`src/rtl/mux_8to1_d_if.sv`:
```
// mux_8to1_d_if: select, data and registered-output bundle for mux_8to1_d.
interface mux_8to1_d_if #(
    parameter int width  = 4,
    parameter int swidth = 3
);
    logic              en;
    logic [swidth-1:0] sel;
    logic [width-1:0]  i0, i1, i2, i3, i4, i5, i6, i7;
    logic [width-1:0]  o;
    logic              o_valid;
    modport master (output en, sel, i0, i1, i2, i3, i4, i5, i6, i7, input o, o_valid);
    modport slave (input en, sel, i0, i1, i2, i3, i4, i5, i6, i7, output o, o_valid);
endinterface

```
`src/rtl/mux_8to1_d.sv`:
```
// mux_8to1_d: registered 8-to-1 word select; one pipeline register, valid pulse per capture.
module mux_8to1_d #(
    parameter int width  = 4,
    parameter int swidth = 3
) (
    input logic         clk,
    input logic         rst_n,
    mux_8to1_d_if.slave bus
);
    if (swidth != 3) begin : g_bad_swidth
        $error("mux_8to1_d: swidth must be 3");
    end
    logic [width-1:0] m0, m1, m2, m3, n0, n1, word;
    logic [width-1:0] o_d, o_q;
    logic             v_d, v_q;
    // balanced tree on sel[0], sel[1], sel[2]; no priority between inputs
    always_comb begin
        m0   = bus.sel[0] ? bus.i1 : bus.i0;
        m1   = bus.sel[0] ? bus.i3 : bus.i2;
        m2   = bus.sel[0] ? bus.i5 : bus.i4;
        m3   = bus.sel[0] ? bus.i7 : bus.i6;
        n0   = bus.sel[1] ? m1 : m0;
        n1   = bus.sel[1] ? m3 : m2;
        word = bus.sel[2] ? n1 : n0;
        o_d  = bus.en ? word : o_q;
        v_d  = bus.en;
    end
    always_ff @(posedge clk or negedge rst_n) begin
        if (!rst_n) begin
            o_q <= '0;
            v_q <= 1'b0;
        end else begin
            o_q <= o_d;
            v_q <= v_d;
        end
    end
    assign bus.o       = o_q;
    assign bus.o_valid = v_q;
endmodule

```
`src/flat_wrapper.sv`:
```
// flat-port wrapper written by rule: the top's interface ports become plain ports
module mux_8to1_d_flat 
#(
    parameter int width  = 4,
    parameter int swidth = 3
)
  (clk, rst_n, bus_en, bus_sel, bus_i0, bus_i1, bus_i2, bus_i3, bus_i4, bus_i5, bus_i6, bus_i7, bus_o, bus_o_valid);
  mux_8to1_d_if #(.width(width), .swidth(swidth)) bus_i ();
  input logic clk;
  input logic rst_n;
  input wire logic [$bits(bus_i.en)-1:0] bus_en;
  input wire logic [$bits(bus_i.sel)-1:0] bus_sel;
  input wire logic [$bits(bus_i.i0)-1:0] bus_i0;
  input wire logic [$bits(bus_i.i1)-1:0] bus_i1;
  input wire logic [$bits(bus_i.i2)-1:0] bus_i2;
  input wire logic [$bits(bus_i.i3)-1:0] bus_i3;
  input wire logic [$bits(bus_i.i4)-1:0] bus_i4;
  input wire logic [$bits(bus_i.i5)-1:0] bus_i5;
  input wire logic [$bits(bus_i.i6)-1:0] bus_i6;
  input wire logic [$bits(bus_i.i7)-1:0] bus_i7;
  output wire logic [$bits(bus_i.o)-1:0] bus_o;
  output wire logic [$bits(bus_i.o_valid)-1:0] bus_o_valid;
  assign bus_i.en = bus_en;
  assign bus_i.sel = bus_sel;
  assign bus_i.i0 = bus_i0;
  assign bus_i.i1 = bus_i1;
  assign bus_i.i2 = bus_i2;
  assign bus_i.i3 = bus_i3;
  assign bus_i.i4 = bus_i4;
  assign bus_i.i5 = bus_i5;
  assign bus_i.i6 = bus_i6;
  assign bus_i.i7 = bus_i7;
  assign bus_o = bus_i.o;
  assign bus_o_valid = bus_i.o_valid;
  mux_8to1_d #(.width(width), .swidth(swidth)) u_core (.clk(clk), .rst_n(rst_n), .bus(bus_i));
endmodule
```
`config.mk`:
```
export PLATFORM = sky130hd
export DESIGN_NAME = mux_8to1_d_flat
export DESIGN_NICKNAME = d
export VERILOG_FILES = /design/src/rtl/mux_8to1_d_if.sv /design/src/rtl/mux_8to1_d.sv /design/src/flat_wrapper.sv
export SDC_FILE = /design/constraint.sdc
export NUM_CORES = 1
export LEC_CHECK = 0
export CORE_AREA = 2 2 39 41
export CTS_BUF_LIST = sky130_fd_sc_hd__clkbuf_4
export DETAILED_ROUTE_END_ITERATION = 8
export DIE_AREA = 0 0 41 43
export DONT_BUFFER_PORTS = 1
export PLACE_DENSITY_LB_ADDON = 0.3
export REMOVE_ABC_BUFFERS = 1
export SLEW_MARGIN = 0
export SYNTH_ARGS = -nofsm -noshare
export SYNTH_HDL_FRONTEND = slang
export SYNTH_SLANG_ARGS = --single-unit
```
`constraint.sdc`:
```
create_clock -name clk -period 0.8 [get_ports clk]
set_input_delay 0.16 -clock clk [delete_from_list [all_inputs] [get_ports clk]]
set_output_delay 0.16 -clock clk [all_outputs]
set_load 0.05 [all_outputs]
```
Logic cells by family:
Bar = 10 um.
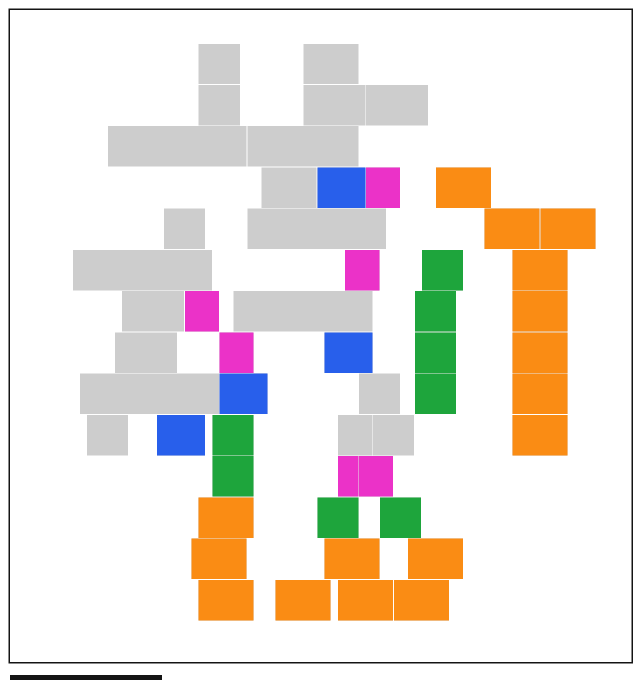
magenta -> nor cells  # cells 6, where middle
green -> aoi and oai cells  # cells 8
blue -> non-inverting ao/oa cells  # cells 4, where middle
orange -> mux cells  # cells 16
Final Non-Filler Cells: 69
proportion of cell area occupied by multi-input gates: 53.2%

M1 wires:
Bar = 10 um. Supply wires on this layer in gray.
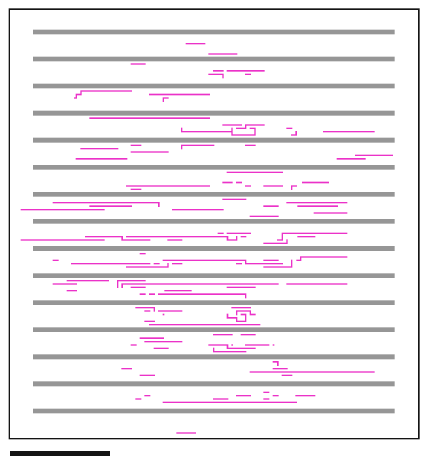
share of all routed wire = 37%
nets with wire on the layer = 70
wire length on this layer = 370 um
longest straight run = 15.6 um
main direction = horizontal
WL final: 997 um
vias post-DR: 381
met1 routing resource usage after global routing: 14.1%

Track usage over the die:
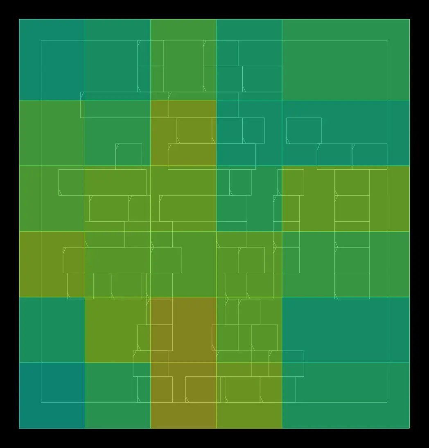
All-Layer GR Usage: 12.3%
wire length per cell: 14.4 um
most used routing layer: met2
share of the core filled with cells in the final layout: 41.3%
met2 Use GR: 19.1%

==> Changelog: implementation <==
### Implementation results

- Result of the run: complete, but fails checks
- Failing checks: negative setup slack
- Port buffer count: 0
- Fp util: 33.3%
- Crit Reg-Reg Startpoint: u_core.bus.o[3]$_DFFE_PN0P_
- Sinks on the clock net: 5
- Final-report setup violation count: 7
- Die Height: 43 um
- CTS max path bufs: 2
- Slew headroom: 81.8%
- Top post-synthesis cells by area: sky130_fd_sc_hd__mux2i_1, sky130_fd_sc_hd__dfrtp_1, sky130_fd_sc_hd__a22oi_1, sky130_fd_sc_hd__a31o_1, sky130_fd_sc_hd__nor2b_1
- Layout Nets: 92
- Highest achievable clock rate: 1.06 GHz
- HPWL after detailed placement: roughly 840 um
- Worst EP arrival: 780 ps
- Master cell of the clock root buffer: sky130_fd_sc_hd__clkbuf_4
- Post-route DRC violation count: 0
- Floorplan die width: about 41 um
- Post-synthesis sequential element count: 5
- CTS H-tree lvls: 1
- Core Region: 1380 um2
- Antenna cells: 0
- Clock-pin slew on the worst setup and hold paths: around 40 ps
- TritonCTS buffer count: 3
- Worst Tran Pin Value: approximately 270 ps
- Row count: 14
- Worst-skew pair later-pin latency: 240 ps
- Most frequent standard cell in the layout excluding fill and tap cells: sky130_fd_sc_hd__mux2i_1
- Number of routed nets with antenna violations: 0
- Netlist area before placement: approximately 460 um2
- Slack of the worst reg-to-reg path: -10 ps
- TritonCTS clock tree: done
- Worst supply voltage drop on vdd: 0.000760 V
- Worst-path fanout max: 2
- Data required time at the worst endpoint: roughly 640 ps
- Global-route wire length before repair: around 1500 um
- First element of the critical path: u_core.bus.o[1]$_DFFE_PN0P_
- Tool warnings: 27
- Chip area: around 1800 um2
- Post-Syn Area per Cell: approximately 11 um2
- Maximum number of pins on one net before global-route repair: 17
- Area reported by Yosys stat: 460 um2
- Number of global-route vias before repair: 377
- Portion of the clock cycle consumed by the worst path in the final layout: 117%
- Largest delay share family, worst path: flip-flops
- Router iterations before antenna repair: 3
- RSZ-0062 raised after global routing: yes
- Critical path cell sequence: buf_6
- Number of hold-slack violations in the final timing report: 0
- Capturing element type of the critical path: output pin
- Number of distinct library cells after synthesis: 10
- Overflow left after global routing: 0
- Leakage power total: roughly 0.26 nW
- Yosys Instances: ~43
- Number of design-rule violations left by the first detailed-router iteration: 7
- Number of pins with negative max-slew slack in the final report: 0
- Buf/Inv on CP: 1
- Start-to-end type of the worst setup path: flop to output pin
- Crit path time final: roughly 940 ps
- Max stage delay on crit path: ~380 ps
- Fraction of final layout cells with drive strength greater than 1: approximately a fifth
- Synth top area share: a little over a third
- Top cell type by total area after synthesis: sky130_fd_sc_hd__mux2i_1
- Min-Delay Path Class: primary input to flop
- Mapped Cells: about 43
- Antenna violations before repair: 0
- Placer Congestion: ~0.7
- Worst setup SP type: flop
- Worst setup slack after layout: -139 ps
synthesized netlist by cell type, drive strengths merged:
master / instances
dfrtp: 5
and2: 1
a22oi: 8
nor2: 1
mux2i: 16
nor2b: 5
buf: 2
and2b: 1
a31o: 4
area by class of cell:
| type | instances | area, um2 |
|---|---|---|
| clock buffers | 4 | 30.0 |
| fillers | 147 | 812 |
| multi-input cells | 36 | 304 |
| flip-flops and latches | 5 | 125 |
| well taps | 16 | 20.0 |
| repair buffers | 8 | 92.6 |
cells by family (layout without fill, tap and decap cells):
logic type             count (synthesis)  after routing  synth area share [%]
AOI/OAI and AO/OA                     12             12                  20.7
buffers and inverters                  2             12                  6.79
DFF                                    5              5                  27.2
muxes                                 16             16                  34.8
and+or+nand+nor                        8              8                  10.6
power breakdown:
| group | switching [mW] | internal [mW] | total (mW) | leakage [nW] |
|---|---|---|---|---|
| combinational | 0.173 | 0.158 | 0.332 | 0.185 |
| clock | 0.103 | 0.222 | 0.326 | 0.0184 |
| sequential | 0.0189 | 0.283 | 0.302 | 0.0593 |
| total | 0.295 | 0.664 | 0.959 | 0.263 |
routing by layer:
layer  share of wire (%)  GRT usage [%]
met1                  37           14.1
met2                  51           19.1
met5                   0              0
met3                  12           3.14
met4                   0           8.00
sequential cells by signal (all words and copies together), names as in the netlist:
signal              count
u_core.bus.o_valid      1
u_core.bus.o            4
worst min path at each step:
stage | start | endpoint | slack [ps] | cells past startpoint
floorplan | rst_n | u_core.bus.o[0]$_DFFE_PN0P_ | -140 | 0
global placement | rst_n | u_core.bus.o_valid$_DFF_PN0_ | -140 | 0
detailed placement | rst_n | u_core.bus.o_valid$_DFF_PN0_ | -140 | 0
CTS | bus_en | u_core.bus.o[2]$_DFFE_PN0P_ | 60 | 1
global route | bus_en | u_core.bus.o[2]$_DFFE_PN0P_ | 40 | 1
finish | bus_en | u_core.bus.o[2]$_DFFE_PN0P_ | 70 | 1
per-stage QoR:
step	total power, mW	setup TNS (ps)	setup WS [ps]	area (um2)	hold slack, ps
finish	0.959	-683	-139	572	65.5
global placement	0.605	-252	-75.2	507	-135
floorplan	0.525	-919	-230	429	-136
detailed placement	0.607	-306	-90.7	507	-135
CTS	0.986	-762	-158	572	55.2
global route	1.03	-945	-176	572	44.6
what timing repair did:
action                     4_1_cts  5_1_grt
resized                          4        0
setup endpoints to repair        5        9
hold buffers                     2        0
buffers inserted                 0        0
hold endpoints to repair         6        0
cloned                           0        0
Power is estimated from default activity; no workload was simulated.
